==> run_1/met1.png <==
Supply wires on this layer in gray.
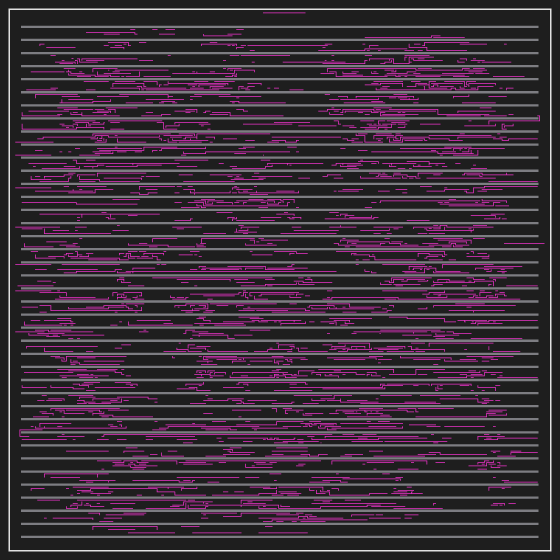
==> run_1/final_clocks.png <==
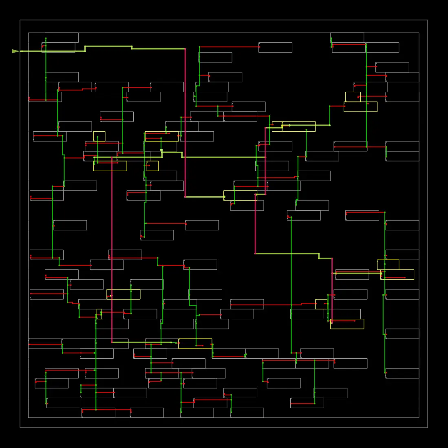
==> run_1/pdn.png <==
Pins as bars on the die edge.
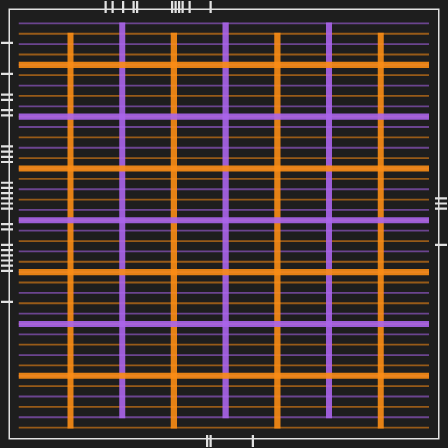
$ cat src/rtl/prbs31_lock_ctrl_if.sv
`default_nettype none
// ============================================================================
//  Module      : prbs31_lock_ctrl_if
//  Description : Control/status bundle between the PRBS31 lock sequencer and
//                its sampling front end / status consumer.
//                Optional macro PRBS_INV_POL_EN adds the inv_pol input.
//  Revision    : 1.0 - initial release
// ============================================================================
interface prbs31_lock_ctrl_if #(
    parameter int CNT_W = 16
);
    logic             en;
    logic             rx_valid;
    logic             rx_bit;
    logic             clr;
`ifdef PRBS_INV_POL_EN
    logic             inv_pol;
`endif
    logic [1:0]       state;
    logic             locked;
    logic             err_pulse;
    logic             lock_lost;
    logic [CNT_W-1:0] err_cnt;
    logic [CNT_W-1:0] bit_cnt;

    modport master (
`ifdef PRBS_INV_POL_EN
        output inv_pol,
`endif
        output en, rx_valid, rx_bit, clr,
        input  state, locked, err_pulse, lock_lost, err_cnt, bit_cnt
    );

    modport slave (
`ifdef PRBS_INV_POL_EN
        input  inv_pol,
`endif
        input  en, rx_valid, rx_bit, clr,
        output state, locked, err_pulse, lock_lost, err_cnt, bit_cnt
    );
endinterface
`default_nettype wire

$ cat src/rtl/prbs31_lock_ctrl.sv
`default_nettype none
// ============================================================================
//  Module      : prbs31_lock_ctrl
//  Description : Self-seeding PRBS31 (x^31+x^28+1) receive checker: loads,
//                verifies, locks, counts errors, drops lock on a windowed
//                error threshold. Optional macro PRBS_INV_POL_EN enables
//                receive polarity inversion.
//  Revision    : 1.0 - initial release
// ============================================================================
module prbs31_lock_ctrl #(
    parameter int LOCK_CNT   = 64,
    parameter int ERR_THRESH = 8,
    parameter int WIN_LEN    = 1024,
    parameter int CNT_W      = 16
) (
    input  logic              clk,
    input  logic              rst_n,
    prbs31_lock_ctrl_if.slave bus
);

    typedef enum logic [1:0] {
        ST_IDLE   = 2'd0,
        ST_LOAD   = 2'd1,
        ST_VERIFY = 2'd2,
        ST_LOCKED = 2'd3
    } state_t;

    localparam int               c_WIN_W      = $clog2(WIN_LEN + 1);
    localparam logic [c_WIN_W-1:0] c_WIN_LAST   = c_WIN_W'(WIN_LEN - 1);
    localparam logic [c_WIN_W-1:0] c_ERR_THRESH = c_WIN_W'(ERR_THRESH);
    localparam logic [15:0]      c_MATCH_LAST = 16'(LOCK_CNT - 1);
    localparam logic [CNT_W-1:0] c_CNT_MAX    = '1;

    state_t             r_state;
    logic               r_locked;
    logic               r_err_pulse;
    logic               r_lock_lost;
    logic [CNT_W-1:0]   r_err_cnt;
    logic [CNT_W-1:0]   r_bit_cnt;
    logic [30:0]        r_lfsr;
    logic [4:0]         r_fill;
    logic [15:0]        r_match;
    logic [c_WIN_W-1:0] r_win_cnt;
    logic [c_WIN_W-1:0] r_win_err;

    logic               w_bit;
    logic               w_pred;
    logic               w_mismatch;
    logic [30:0]        w_lfsr_load;
    logic [30:0]        w_lfsr_pred;
    logic [c_WIN_W-1:0] w_win_err_nxt;

`ifdef PRBS_INV_POL_EN
    assign w_bit = bus.rx_bit ^ bus.inv_pol;
`else
    assign w_bit = bus.rx_bit;
`endif

    assign w_pred        = r_lfsr[30] ^ r_lfsr[27];
    assign w_mismatch    = w_bit ^ w_pred;
    assign w_lfsr_load   = {r_lfsr[29:0], w_bit};
    assign w_lfsr_pred   = {r_lfsr[29:0], w_pred};
    assign w_win_err_nxt = r_win_err + c_WIN_W'(w_mismatch);

    assign bus.state     = r_state;
    assign bus.locked    = r_locked;
    assign bus.err_pulse = r_err_pulse;
    assign bus.lock_lost = r_lock_lost;
    assign bus.err_cnt   = r_err_cnt;
    assign bus.bit_cnt   = r_bit_cnt;

    // rst_n is active-high despite its name
    always_ff @(posedge clk or posedge rst_n) begin
        if (rst_n) begin
            r_state     <= ST_IDLE;
            r_locked    <= 1'b0;
            r_err_pulse <= 1'b0;
            r_lock_lost <= 1'b0;
            r_err_cnt   <= '0;
            r_bit_cnt   <= '0;
            r_lfsr      <= '0;
            r_fill      <= '0;
            r_match     <= '0;
            r_win_cnt   <= '0;
            r_win_err   <= '0;
        end else begin
            r_err_pulse <= 1'b0;
            r_lock_lost <= 1'b0;
            if (!bus.en) begin
                r_state   <= ST_IDLE;
                r_locked  <= 1'b0;
                r_fill    <= '0;
                r_match   <= '0;
                r_win_cnt <= '0;
                r_win_err <= '0;
            end else begin
                case (r_state)
                    ST_IDLE: begin
                        r_state <= ST_LOAD;
                        r_fill  <= '0;
                    end
                    ST_LOAD: begin
                        if (bus.rx_valid) begin
                            r_lfsr <= w_lfsr_load;
                            if (r_fill == 5'd30) begin
                                // An all-zero seed would lock onto a dead stream
                                r_fill <= '0;
                                if (w_lfsr_load != '0) begin
                                    r_state <= ST_VERIFY;
                                    r_match <= '0;
                                end
                            end else begin
                                r_fill <= r_fill + 5'd1;
                            end
                        end
                    end
                    ST_VERIFY: begin
                        if (bus.rx_valid) begin
                            if (w_mismatch) begin
                                r_state <= ST_LOAD;
                                r_fill  <= '0;
                            end else begin
                                r_lfsr <= w_lfsr_pred;
                                if (r_match == c_MATCH_LAST) begin
                                    r_state   <= ST_LOCKED;
                                    r_locked  <= 1'b1;
                                    r_match   <= '0;
                                    r_win_cnt <= '0;
                                    r_win_err <= '0;
                                end else begin
                                    r_match <= r_match + 16'd1;
                                end
                            end
                        end
                    end
                    ST_LOCKED: begin
                        if (bus.rx_valid) begin
                            r_lfsr <= w_lfsr_pred;
                            if (r_bit_cnt != c_CNT_MAX) begin
                                r_bit_cnt <= r_bit_cnt + CNT_W'(1);
                            end
                            if (w_mismatch) begin
                                r_err_pulse <= 1'b1;
                                if (r_err_cnt != c_CNT_MAX) begin
                                    r_err_cnt <= r_err_cnt + CNT_W'(1);
                                end
                            end
                            // Threshold is checked before the window rollover so it wins on the last bit
                            if (w_win_err_nxt == c_ERR_THRESH) begin
                                r_state     <= ST_LOAD;
                                r_locked    <= 1'b0;
                                r_lock_lost <= 1'b1;
                                r_fill      <= '0;
                                r_win_cnt   <= '0;
                                r_win_err   <= '0;
                            end else if (r_win_cnt == c_WIN_LAST) begin
                                r_win_cnt <= '0;
                                r_win_err <= '0;
                            end else begin
                                r_win_cnt <= r_win_cnt + c_WIN_W'(1);
                                r_win_err <= w_win_err_nxt;
                            end
                        end
                    end
                endcase
            end
            if (bus.clr) begin
                r_err_cnt <= '0;
                r_bit_cnt <= '0;
            end
        end
    end

endmodule
`default_nettype wire

$ cat src/flat_wrapper.sv
// flat-port wrapper written by rule: the top's interface ports become plain ports
module prbs31_lock_ctrl_flat 
#(
    parameter int LOCK_CNT   = 64,
    parameter int ERR_THRESH = 8,
    parameter int WIN_LEN    = 1024,
    parameter int CNT_W      = 16
)
  (clk, rst_n, bus_en, bus_rx_valid, bus_rx_bit, bus_clr, bus_state, bus_locked, bus_err_pulse, bus_lock_lost, bus_err_cnt, bus_bit_cnt);
  prbs31_lock_ctrl_if #(.CNT_W(CNT_W)) bus_i ();
  input  logic clk;
  input  logic rst_n;
  input wire logic [$bits(bus_i.en)-1:0] bus_en;
  input wire logic [$bits(bus_i.rx_valid)-1:0] bus_rx_valid;
  input wire logic [$bits(bus_i.rx_bit)-1:0] bus_rx_bit;
  input wire logic [$bits(bus_i.clr)-1:0] bus_clr;
  output wire logic [$bits(bus_i.state)-1:0] bus_state;
  output wire logic [$bits(bus_i.locked)-1:0] bus_locked;
  output wire logic [$bits(bus_i.err_pulse)-1:0] bus_err_pulse;
  output wire logic [$bits(bus_i.lock_lost)-1:0] bus_lock_lost;
  output wire logic [$bits(bus_i.err_cnt)-1:0] bus_err_cnt;
  output wire logic [$bits(bus_i.bit_cnt)-1:0] bus_bit_cnt;
  assign bus_i.en = bus_en;
  assign bus_i.rx_valid = bus_rx_valid;
  assign bus_i.rx_bit = bus_rx_bit;
  assign bus_i.clr = bus_clr;
  assign bus_state = bus_i.state;
  assign bus_locked = bus_i.locked;
  assign bus_err_pulse = bus_i.err_pulse;
  assign bus_lock_lost = bus_i.lock_lost;
  assign bus_err_cnt = bus_i.err_cnt;
  assign bus_bit_cnt = bus_i.bit_cnt;
  prbs31_lock_ctrl #(.LOCK_CNT(LOCK_CNT), .ERR_THRESH(ERR_THRESH), .WIN_LEN(WIN_LEN), .CNT_W(CNT_W)) u_core (.clk(clk), .rst_n(rst_n), .bus(bus_i));
endmodule
$ cat config.mk
export PLATFORM = sky130hd
export DESIGN_NAME = prbs31_lock_ctrl_flat
export DESIGN_NICKNAME = d
export VERILOG_FILES = /design/src/rtl/prbs31_lock_ctrl_if.sv /design/src/rtl/prbs31_lock_ctrl.sv /design/src/flat_wrapper.sv
export SDC_FILE = /design/constraint.sdc
export NUM_CORES = 1
export LEC_CHECK = 0
export CAP_MARGIN = 20
export CELL_PAD_IN_SITES_DETAIL_PLACEMENT = 0
export CELL_PAD_IN_SITES_GLOBAL_PLACEMENT = 1
export CORE_MARGIN = 2
export CORE_UTILIZATION = 50
export CTS_CLUSTER_DIAMETER = 80
export DETAILED_ROUTE_END_ITERATION = 10
export PLACE_DENSITY_LB_ADDON = 0.1
export SLEW_MARGIN = 20
export SYNTH_ARGS = -nofsm -noshare
export SYNTH_HDL_FRONTEND = slang
export SYNTH_SLANG_ARGS = --single-unit
$ cat constraint.sdc
create_clock -name clk -period 6.97 [get_ports clk]
set_input_delay 0.697 -clock clk [delete_from_list [all_inputs] [get_ports clk]]
set_output_delay 0.697 -clock clk [all_outputs]
set_load 0.05 [all_outputs]
==> flow_summary_export.csv, run 1 <==
group,metric,value,unit
run_status,status,"finished, final reports clean",
grt,grt_pass1_wl,21800,µm
yosys,topCellsByArea,"dfrtp_1, mux2_2, nand3_1",
clock_network,cts_tree,"done",
finish,postLayoutCoreUtil,0.585,
yosys,top_cells_by_count,"dfrtp_1, nor2_1, nand2_1, nand3_1, o21ai_0",
yosys,netlist_instances,579,
yosys,top_area_cell,"dfrtp_1",
finish,largest-register,"u_core.r_lfsr",
pwr,pwr-share-clk,0.324,
floorplanning,coreArea,0.0114,mm²
timing,finalHoldViolCount,0,
setup_path,setup.worst_path.start_class,"input pin",
setup_path,path_class,"input pin to flop",
floorplanning,die_h,112,µm
grt,grt_usage,0.212,
place,place.gp.congestion,0.793,
grt,grt_max_degree,73,
job,maxCapViolations,0,
clock_network,cts_setup_buffers,0,
clock_network,clk_latency,0.36,ns
pwr,power_frac_comb,0.204,
timing,timing.final.crit_share,0.584,
finish,final-instance-count-excl-fill,761,
setup_path,critPathCaptureType,"flop",
grt,grt.met3_usage,0.0535,
yosys,yosysWarningCount,0,
clock_network,clk_path_buf_depth,2,
timing,finalCriticalPeriod,4.07,ns
grt,grt_pass1_vias,4439,
yosys,syn_nets,597,
yosys,synth_top_area_share,0.474,
yosys,synth_flops,111,
routing,drt-met1-wl,6280,µm
pwr,leakagePower,0.00285,µW
routing,wl_met3,441,µm
routing,drc_errors,0,
timing,skew,0.0143,ns
pwr,power-top-group,"registers",
routing,wl_per_cell,16.6,µm
pwr,powerComb,319,µW
yosys,aoi_share,0.148,
pwr,pg_seq,738,µW
pwr,p_int,1080,µW
pwr,irDropWorstVdd,0.232,mV
grt,grt-ovfl-total,0,
timing,clock.fmax,0.246,GHz
hold_path,min_to,"u_core.r_win_err[0]",
timing,rsz0062_at_grt,"no",
grt,grtUsageMet1,0.300,
yosys,enable_flop_cells,0,
clock_network,root_buffer,"clkbuf_16",
pwr,swShare,0.308,
finish,final_area,0.00668,mm²
setup_path,r2r_slack,3.14,ns
place,pre_cts_ws,2.52,ns
routing,route.met2.wl,5730,µm
yosys,ys_types,67,
yosys,top_cell,"dfrtp_1",
hold_path,holdCritStartpoint,"u_core.r_win_err[0]",
timing,max_slew.worst_pin.slew,0.921,ns
setup_path,worstPathArrival,4.28,ns
yosys,ys_sh_adder,0.0256,
setup_path,reg2regPathDepth,11,
place,hpwl,8450,µm
floorplanning,pin_count,43,
finish,drive_gt1_frac,0.125,
setup_path,critical_path.reg2reg.startpoint,"u_core.r_lfsr[27]",
routing,vias_per_cell,5.85,
timing,fin_ws,2.90,ns
floorplanning,rows,39,
timing,finalMaxSlewViolations,0,
place,port_buffers,42,
timing,tns,0,ns
yosys,async_flop_share,1.00,
routing,via_count,4450,
routing,routed.top_layer,"met4",
routing,drt_iter0_drc,293,
hold_path,hold_depth,2,
pwr,p_seq_frac,0.472,
grt,grt_use_met2,0.328,
yosys,syn-cell-area,0.00587,mm²
setup_path,crit_start,"bus_rx_bit",
routing,routed_wl,12600,µm
place,place_area,0.00639,mm²
setup_path,r2r-end,"u_core.r_win_err[5]",
timing,hold_ws,0.495,ns
place,dp_cells,745,
yosys,synthTopLogicFamily,"simple AND/OR/NAND/NOR gates",
yosys,yosys_cells,579,
pwr,power,1560,µW
yosys,muxShareOfSynthArea,0.0678,
pwr,p_per_area,234,mW/mm²
clock_network,post_cts_resized,0,
yosys,yosysSeqAreaShare,0.474,
yosys,simple_gate_share,0.213,
finish,nets,631,
pwr,p_sw,480,µW
clock_network,htree_levels,3,
hold_path,hold_path.class,"flop to flop",
floorplanning,dieWidth,112,µm
setup_path,cp_max_fo,20,
yosys,yosys_area,0.00587,mm²
routing,ant_nets,0,
finish,diodes,0,
grt,grt_busiest_layer,"met2",
routing,dr.pass1.iters,4,
floorplanning,die_area,0.0126,mm²
grt,antenna_found_initial,0,
finish,area_growth_syn_to_layout,13.9,%
timing,max_slew_margin,0.386,
yosys,syn_area_per_cell,10.1,µm²
timing,setup_viol,0,
setup_path,required,7.18,ns
yosys,ys_sh_xor,0.0456,
finish,largest_register_ffs,31,
floorplanning,initial_core_util,0.514,
job,warnings,30,
clock_network,hold_buffers,0,
clock_network,clk_pin_slew,0.07,ns
yosys,flop_cell,"dfrtp_1",
## Picture notes: met1.png
- nets with wire on the layer: 580
- longest straight run: 47.4 µm

## Picture notes: final_clocks.png
Num CTS Buffers: 9
clock group power: 505 µW
layout clock buffer count: 10
Flops: 111
clock sink count: 111

## Picture notes: pdn.png
- purple: VDD
- orange: VSS
- signal pins: 43
- met1 rails: 40
- rows: 39
- met4 straps: 7
- met5 straps: 7

-- run 1: final cells by class --
class | count | area [µm²]
sequential | 111 | 2780
clock inverter | 6 | 61.3
multi-input combinational | 435 | 2950
clock buffer | 10 | 229
timing repair buffer | 45 | 438
tap | 143 | 179
inverter | 11 | 43.8
fill | 1015 | 4740
-- run 1: cell usage in the layout, fill, tap and decap left out, types with 3 or more instances in the layout --
cell type	count
nor2_1	55
nor3b_1	3
xor2_1	22
nand2_1	45
a221o_1	3
clkdlybuf4s50_1	41
o21ai_0	35
ha_1	12
and2_1	11
or3_1	10
nand4_1	10
o31ai_1	12
nand2b_1	7
o2bb2ai_1	3
a21oi_1	15
a2bb2oi_2	4
nor3_1	13
and4_1	3
nor4_1	8
mux2_2	30
o41ai_1	5
o21ai_1	4
nand3_1	45
xnor2_1	6
mux2i_1	3
a31oi_1	4
dfrtp_1	111
buf_4	3
o31ai_2	7
and3_1	18
clkbuf_16	9
inv_1	10
-- run 1: worst max-delay path, stage by stage --
cell,delay (ns)
clkdlybuf4s50_1,0.54
xnor3_1,0.33
inv_1,0.14
ha_1,0.20
ha_1,0.26
nand2_1,0.19
nor4_4,0.36
nand3_1,0.18
a2111oi_4,0.38
buf_4,0.32
or3_1,0.50
o211ai_1,0.17
-- run 1: worst max path at each step --
stage | endpoint | slack, ns | cells after the start
after floorplan | u_core.bus.bit_cnt[0] | 3.34 | 1
after global placement | u_core.r_win_err[5] | 2.70 | 12
after detailed placement | u_core.r_win_err[5] | 2.52 | 12
after CTS | u_core.r_win_err[5] | 2.92 | 12
after global routing | u_core.r_win_err[5] | 2.64 | 12
final | u_core.r_win_err[5] | 2.90 | 12
## Run 2: what changed since run 1
--- a/config.mk
+++ b/config.mk
@@ -9,7 +9,7 @@
 export CELL_PAD_IN_SITES_DETAIL_PLACEMENT = 0
 export CELL_PAD_IN_SITES_GLOBAL_PLACEMENT = 1
 export CORE_MARGIN = 2
-export CORE_UTILIZATION = 50
+export CORE_UTILIZATION = 46
 export CTS_CLUSTER_DIAMETER = 80
 export DETAILED_ROUTE_END_ITERATION = 10
 export PLACE_DENSITY_LB_ADDON = 0.1
==> constraint.sdc (replaced) <==
create_clock -name clk -period 4.2 [get_ports clk]
set_input_delay 0.42 -clock clk [delete_from_list [all_inputs] [get_ports clk]]
set_output_delay 0.42 -clock clk [all_outputs]
set_load 0.05 [all_outputs]
==> run_2/final_clocks.png <==
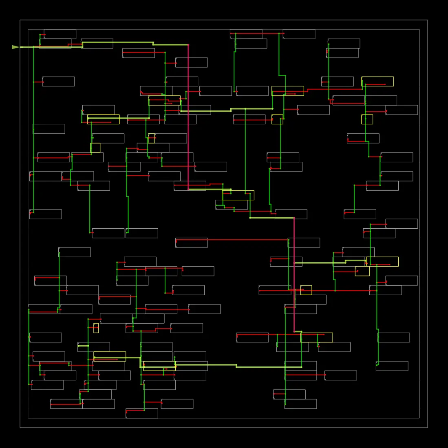
skew final: 0.00608 ns
Late-Pin Clk Latency: 0.36 ns
clock group power: 829 µW

==> run 2 against run 1 <==
Critical path depth decreased by 1. Largest power group unchanged. First-iteration DRC count down 2.7%. Utilization down 4.5 points. Setup slack got worse by 2.2 ns. Die size is 8.4% higher. Routed wire length hardly changed.
==> flow_summary_export.csv, run 2 <==
group,metric,value,unit
grt,grt_pass1_wl,21000,µm
clock_network,root_buffer,"clkbuf_16",
clock_network,clk_pin_slew,0.08,ns
routing,dr.pass1.iters,5,
floorplanning,pin_count,43,
setup_path,slowest_delay,0.51,ns
job,maxCapViolations,0,
setup_path,critPathCaptureType,"flop",
floorplanning,initial_core_util,0.469,
place,dp_cells,780,
finish,drive_gt1_frac,0.131,
finish,most-common-layout-cells,"dfrtp_1, nor2_1, nand2_1, nand3_1, clkdlybuf4s50_1",
place,place.gp.congestion,0.777,
clock_network,cts_setup_buffers,0,
setup_path,path_common_cell,"ha_1",
yosys,syn-cell-area,0.00587,mm²
timing,fin_ws,0.662,ns
hold_path,hold_path.class,"flop to flop",
finish,final-instance-count-excl-fill,796,
yosys,syn_nets,597,
yosys,ys_types,67,
routing,wl_per_cell,15.8,µm
timing,max_slew_margin,0.486,
yosys,flop_cell,"dfrtp_1",
routing,vias_per_cell,5.61,
setup_path,cpMaxStageDelayCell,"xnor3_1",
run_status,status,"finished, final reports clean",
clock_network,clk_path_buf_depth,2,
yosys,top_area_cell,"dfrtp_1",
setup_path,required,4.44,ns
yosys,top_cell,"dfrtp_1",
floorplanning,rows,41,
clock_network,hold_buffers,0,
finish,final_common_cell,"dfrtp_1",
grt,antenna_found_initial,0,
setup_path,path_class,"flop to flop",
yosys,yosys_cells,579,
pwr,power,2590,µW
finish,largest_register_ffs,31,
timing,hold_ws,0.498,ns
routing,drt_iter0_drc,285,
finish,largest-register,"u_core.r_lfsr",
finish,diodes,0,
finish,nets,637,
timing,max_slew.worst_pin.slew,0.771,ns
setup_path,worstPathArrival,3.78,ns
yosys,yosys_area,0.00587,mm²
routing,routed_wl,12600,µm
setup_path,cp_max_fo,19,
setup_path,cp_cell_sequence,"xnor3_1, inv_1, ha_1, ha_1, nand2_1, nor4_4, nand3_1, a2111oi_4, buf_4, nor2_1, a221o_1",
finish,postLayoutCoreUtil,0.540,
timing,rsz0062_at_grt,"no",
place,place_area,0.00648,mm²
routing,drc_errors,0,
job,warnings,30,
clock_network,cts-buffers-inserted,9,
place,pre_cts_ws,0.302,ns
setup_path,path_delay_family,"simple AND/OR/NAND/NOR gates",
yosys,top_cells_by_count,"dfrtp_1, nor2_1, nand2_1, nand3_1, o21ai_0",
yosys,synth_flops,111,
yosys,synth_top_area_share,0.474,
==> run_2/registers.png <==
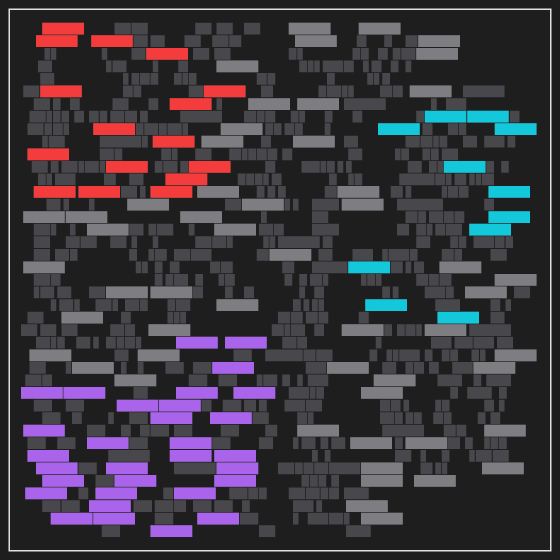
- cyan: u_core.r_win_err (flops 11)
- purple: u_core.r_lfsr (flops 31)
- red: u_core.bus.err_cnt (flops 16; where upper left)

## run 2: layout make-up
type | count | area (µm²) | share of cell area
clock buffers | 10 | 229 | 0.0339
well taps | 172 | 215 | 0.0319
clock inverters | 6 | 50.0 | 0.00741
multi-input cells | 435 | 2950 | 0.437
repair buffers | 51 | 488 | 0.0722
inverters | 11 | 43.8 | 0.00648
flip-flops and latches | 111 | 2780 | 0.411
## run 2: worst paths after layout
path	from	end	cells past startpoint	slack [ns]
worst min-delay path	u_core.r_match[5]	u_core.r_match[5]	1	0.50
worst max register to register	u_core.r_lfsr[27]	u_core.r_win_cnt[8]	11	0.66
max in group asynchronous	rst_n	u_core.bus.bit_cnt[11]	3	2.76
worst max-delay path	u_core.r_lfsr[27]	u_core.r_win_cnt[8]	11	0.66
worst min register to register	u_core.r_match[5]	u_core.r_match[5]	1	0.50
min in group asynchronous	rst_n	u_core.r_lfsr[18]	2	0.56
## run 2: where the power goes
| group | internal [µW] | switching [µW] |
|---|---|---|
| clock network | 412 | 417 |
| registers | 1150 | 69.4 |
| logic | 232 | 303 |
## run 2: cell families (layout without fill, tap and decap cells)
kind of cell,count (synthesis),after routing,share of synthesized area
xor+xnor,29,29,0.0456
compound gates,116,116,0.148
flops,111,111,0.474
fa+ha+maj,12,12,0.0256
simple gates,243,243,0.213
buf+inv,33,78,0.0260
mux,35,35,0.0678
## run 2: per-layer routing
layer  up-vias  share of wire  global-route usage
met5         -              0                   0
met4         0         0.0074              0.0502
met3         7          0.042              0.0659
met2        56           0.46               0.303
met1      2212           0.49               0.269
li1       2194              -                   -
## Run 3: what changed since run 2
==> constraint.sdc (replaced) <==
create_clock -name clk -period 3.3 [get_ports clk]
set_input_delay 0.33 -clock clk [delete_from_list [all_inputs] [get_ports clk]]
set_output_delay 0.33 -clock clk [all_outputs]
set_load 0.05 [all_outputs]
==> run_3/final_clocks.png <==
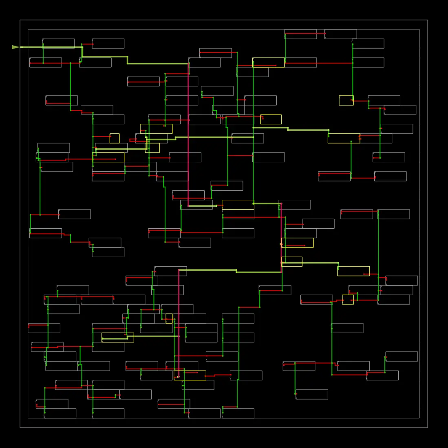
clock group power: 1100 µW
skew final: 0.00614 ns
layout clock buffer count: 9

==> run 3 against run 2 <==
Non-clock buffer count increased by 15. Utilization rose by 1.3 points. Count of clock-buffer cells in the layout fell by 1. Via count up 0.67%. Clock power grew 33%. Design area rose by 2.4%. Setup slack got worse by 0.43 ns. Global-route usage up 0.072 points. Clock skew hardly changed. Sequential power up 27%. Combinational power grew 28%. First-iteration DRC count rose by 16%. Largest power group unchanged. Highest routed layer unchanged.
==> flow_summary_export.csv, run 3 <==
group,metric,value,unit
setup_path,required,3.57,ns
clock_network,clk_path_buf_depth,2,
pwr,p_sw,1030,µW
pwr,leakagePower,0.00297,µW
grt,grt_max_degree,60,
setup_path,slowest_delay,0.45,ns
yosys,ys_types,67,
floorplanning,die_h,117,µm
timing,timing.final.crit_share,0.929,
place,place_area,0.00661,mm²
finish,comb_share,0.427,
finish,final_common_cell,"dfrtp_1",
yosys,synthTopLogicFamily,"simple AND/OR/NAND/NOR gates",
clock_network,clk_pin_slew,0.08,ns
setup_path,critical_path.reg2reg.startpoint,"u_core.r_lfsr[30]",
grt,grt_usage,0.197,
pwr,p_seq_frac,0.464,
yosys,aoi_share,0.148,
clock_network,clk_latency,0.36,ns
floorplanning,taps,172,
timing,finalCriticalPeriod,3.07,ns
finish,final-instance-count-excl-fill,811,
pwr,power_frac_comb,0.206,
finish,buffers,66,
job,maxCapViolations,0,
finish,flops,111,
setup_path,path_class,"flop to flop",
yosys,yosys_cells,579,
clock_network,post_cts_resized,0,
grt,grt_pass1_vias,4265,
grt,grt_pass1_wl,21200,µm
hold_path,hold_path.class,"input pin to asynchronous set/reset pin",
finish,clock_tree_area_fraction,0.0436,
routing,routed_wl,12700,µm
run_status,status,"finished, final reports clean",
yosys,syn-cell-area,0.00587,mm²
yosys,top_cells_by_count,"dfrtp_1, nor2_1, nand2_1, nand3_1, o21ai_0",
finish,largest_register_ffs,31,
timing,hold_ws,0.466,ns
finish,seqCellArea,0.00278,mm²
yosys,yosysSeqAreaShare,0.474,
floorplanning,initial_core_util,0.469,
setup_path,setup.worst_path.start_class,"flop",
yosys,yosys_area,0.00587,mm²
timing,clock.fmax,0.326,GHz
routing,via_count,4499,
finish,logic_gates,435,
finish,area_growth_syn_to_layout,17.9,%
place,dp_cells,795,
routing,drt_iter0_drc,332,
yosys,syn_area_per_cell,10.1,µm²
setup_path,critPathCaptureType,"flop",
routing,vias_per_cell,5.55,
floorplanning,die_area,0.0137,mm²
setup_path,cp_cell_sequence,"xnor3_1, inv_1, ha_1, ha_1, nand2_1, nor4_4, buf_4, xor2_1, a2111oi_4, or3_1, buf_4, o31ai_2",
finish,fill_cells,1146,
finish,drive_gt1_frac,0.153,
finish,combGateArea,0.00295,mm²
setup_path,cp.buffers_inverters,3,
yosys,top_area_cell,"dfrtp_1",
finish,most-common-layout-cells,"dfrtp_1, nor2_1, nand2_1, nand3_1, clkdlybuf4s50_1",
timing,setup_viol,0,
finish,final_area,0.00692,mm²
yosys,simple_gate_share,0.213,
setup_path,cp_max_fo,5,
yosys,synth_flops,111,
clock_network,cts-buffers-inserted,9,
setup_path,worstPathArrival,3.33,ns
clock_network,cts_setup_buffers,0,
place,place.gp.congestion,0.803,
clock_network,clkSinkCount,111,
timing,max_slew.worst_pin.slew,0.755,ns
yosys,enable_flop_cells,0,
routing,dr.pass1.iters,4,
finish,nets,652,
finish,seq_share,0.402,
pwr,pwr-share-clk,0.329,
finish,inverters,11,
yosys,top_cell,"dfrtp_1",
floorplanning,pin_count,43,
yosys,flop_cell,"dfrtp_1",
timing,finalMaxSlewViolations,0,
job,warnings,30,
floorplanning,dieWidth,117,µm
timing,max_slew_margin,0.497,
yosys,ys_sh_adder,0.0256,
setup_path,r2r-end,"u_core.r_win_cnt[3]",
routing,wl_per_cell,15.7,µm
timing,finalHoldViolCount,0,
finish,largest-register,"u_core.r_lfsr",
setup_path,cpMaxStageDelayCell,"or3_1",
floorplanning,rows,41,
setup_path,cp_num_cells,12,
finish,diodes,0,
timing,rsz0062_at_grt,"no",
setup_path,path_delay_family,"simple AND/OR/NAND/NOR gates",
yosys,muxShareOfSynthArea,0.0678,
place,hpwl,8760,µm
yosys,syn_nets,597,
pwr,power,3340,µW
yosys,ys_sh_xor,0.0456,
routing,drc_errors,0,
grt,antenna_found_initial,0,
finish,buffer_area_frac,0.0905,
clock_network,cts_tree,"done",
finish,largest_class,"multi-input combinational cells",
yosys,synth_top_area_share,0.474,
setup_path,r2r_slack,0.23,ns
pwr,p_int,2300,µW
pwr,p_per_area,483,mW/mm²
pwr,swShare,0.310,
clock_network,root_buffer,"clkbuf_16",
clock_network,hold_buffers,0,
setup_path,reg2regPathDepth,12,
==> run_3/gate_families.png <==
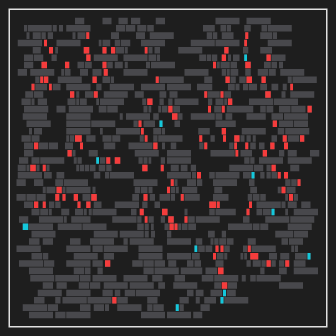
- red: NAND gates (cells 111)
- cyan: inverters (cells 11)

-- run 3: cell counts after synthesis --
Identical to the previous run, type by type.
-- run 3: worst max path at each step --
stage                                  endpoint              start  slack [ns]
after detailed placement    u_core.r_win_cnt[3]         bus_rx_bit       -0.08
after global routing        u_core.r_win_cnt[7]  u_core.r_lfsr[30]        0.06
after CTS                   u_core.r_win_cnt[3]  u_core.r_lfsr[30]        0.21
after floorplan           u_core.bus.bit_cnt[0]              rst_n        0.04
after global placement      u_core.r_win_cnt[4]         bus_rx_bit        0.02
final                       u_core.r_win_cnt[3]  u_core.r_lfsr[30]        0.23
-- run 3: through the flow --
stage | util | setup slack [ns] | TNS, ns
floorplan | - | 0.0393 | 0
CTS | 0.552 | 0.214 | 0
finish | 0.552 | 0.233 | 0
detailed placement | 0.528 | -0.0825 | -0.509
global route | 0.552 | 0.0567 | 0
global placement | 0.528 | 0.0164 | 0
-- run 3: power by group through the flow --
stage	clock network [µW]	logic, µW	registers [µW]
4_1_cts	1150	692	1550
3_3_place_gp	0	680	1580
2_1_floorplan	0	487	1600
5_1_grt	1200	756	1580
6_report	1100	688	1550
3_5_place_dp	0	689	1580
-- run 3: layer usage --
metal,track usage,up-vias,routed length (µm),share of wire
li1,-,2224,-,-
met1,0.277,2205,6320,0.50
met2,0.307,61,5790,0.46
met3,0.0536,9,499,0.039
met4,0.0478,0,91,0.0072
met5,0,-,0,0
-- run 3: logic make-up (layout without fill, tap and decap cells) --
kind of cell	after synthesis	after routing
adders and majority gates	12	12
buffers and inverters	33	93
muxes	35	35
AOI/OAI and AO/OA	116	116
and+or+nand+nor	243	243
DFF	111	111
xor gates and xnor gates	29	29
Power is estimated from default activity; no workload was simulated.
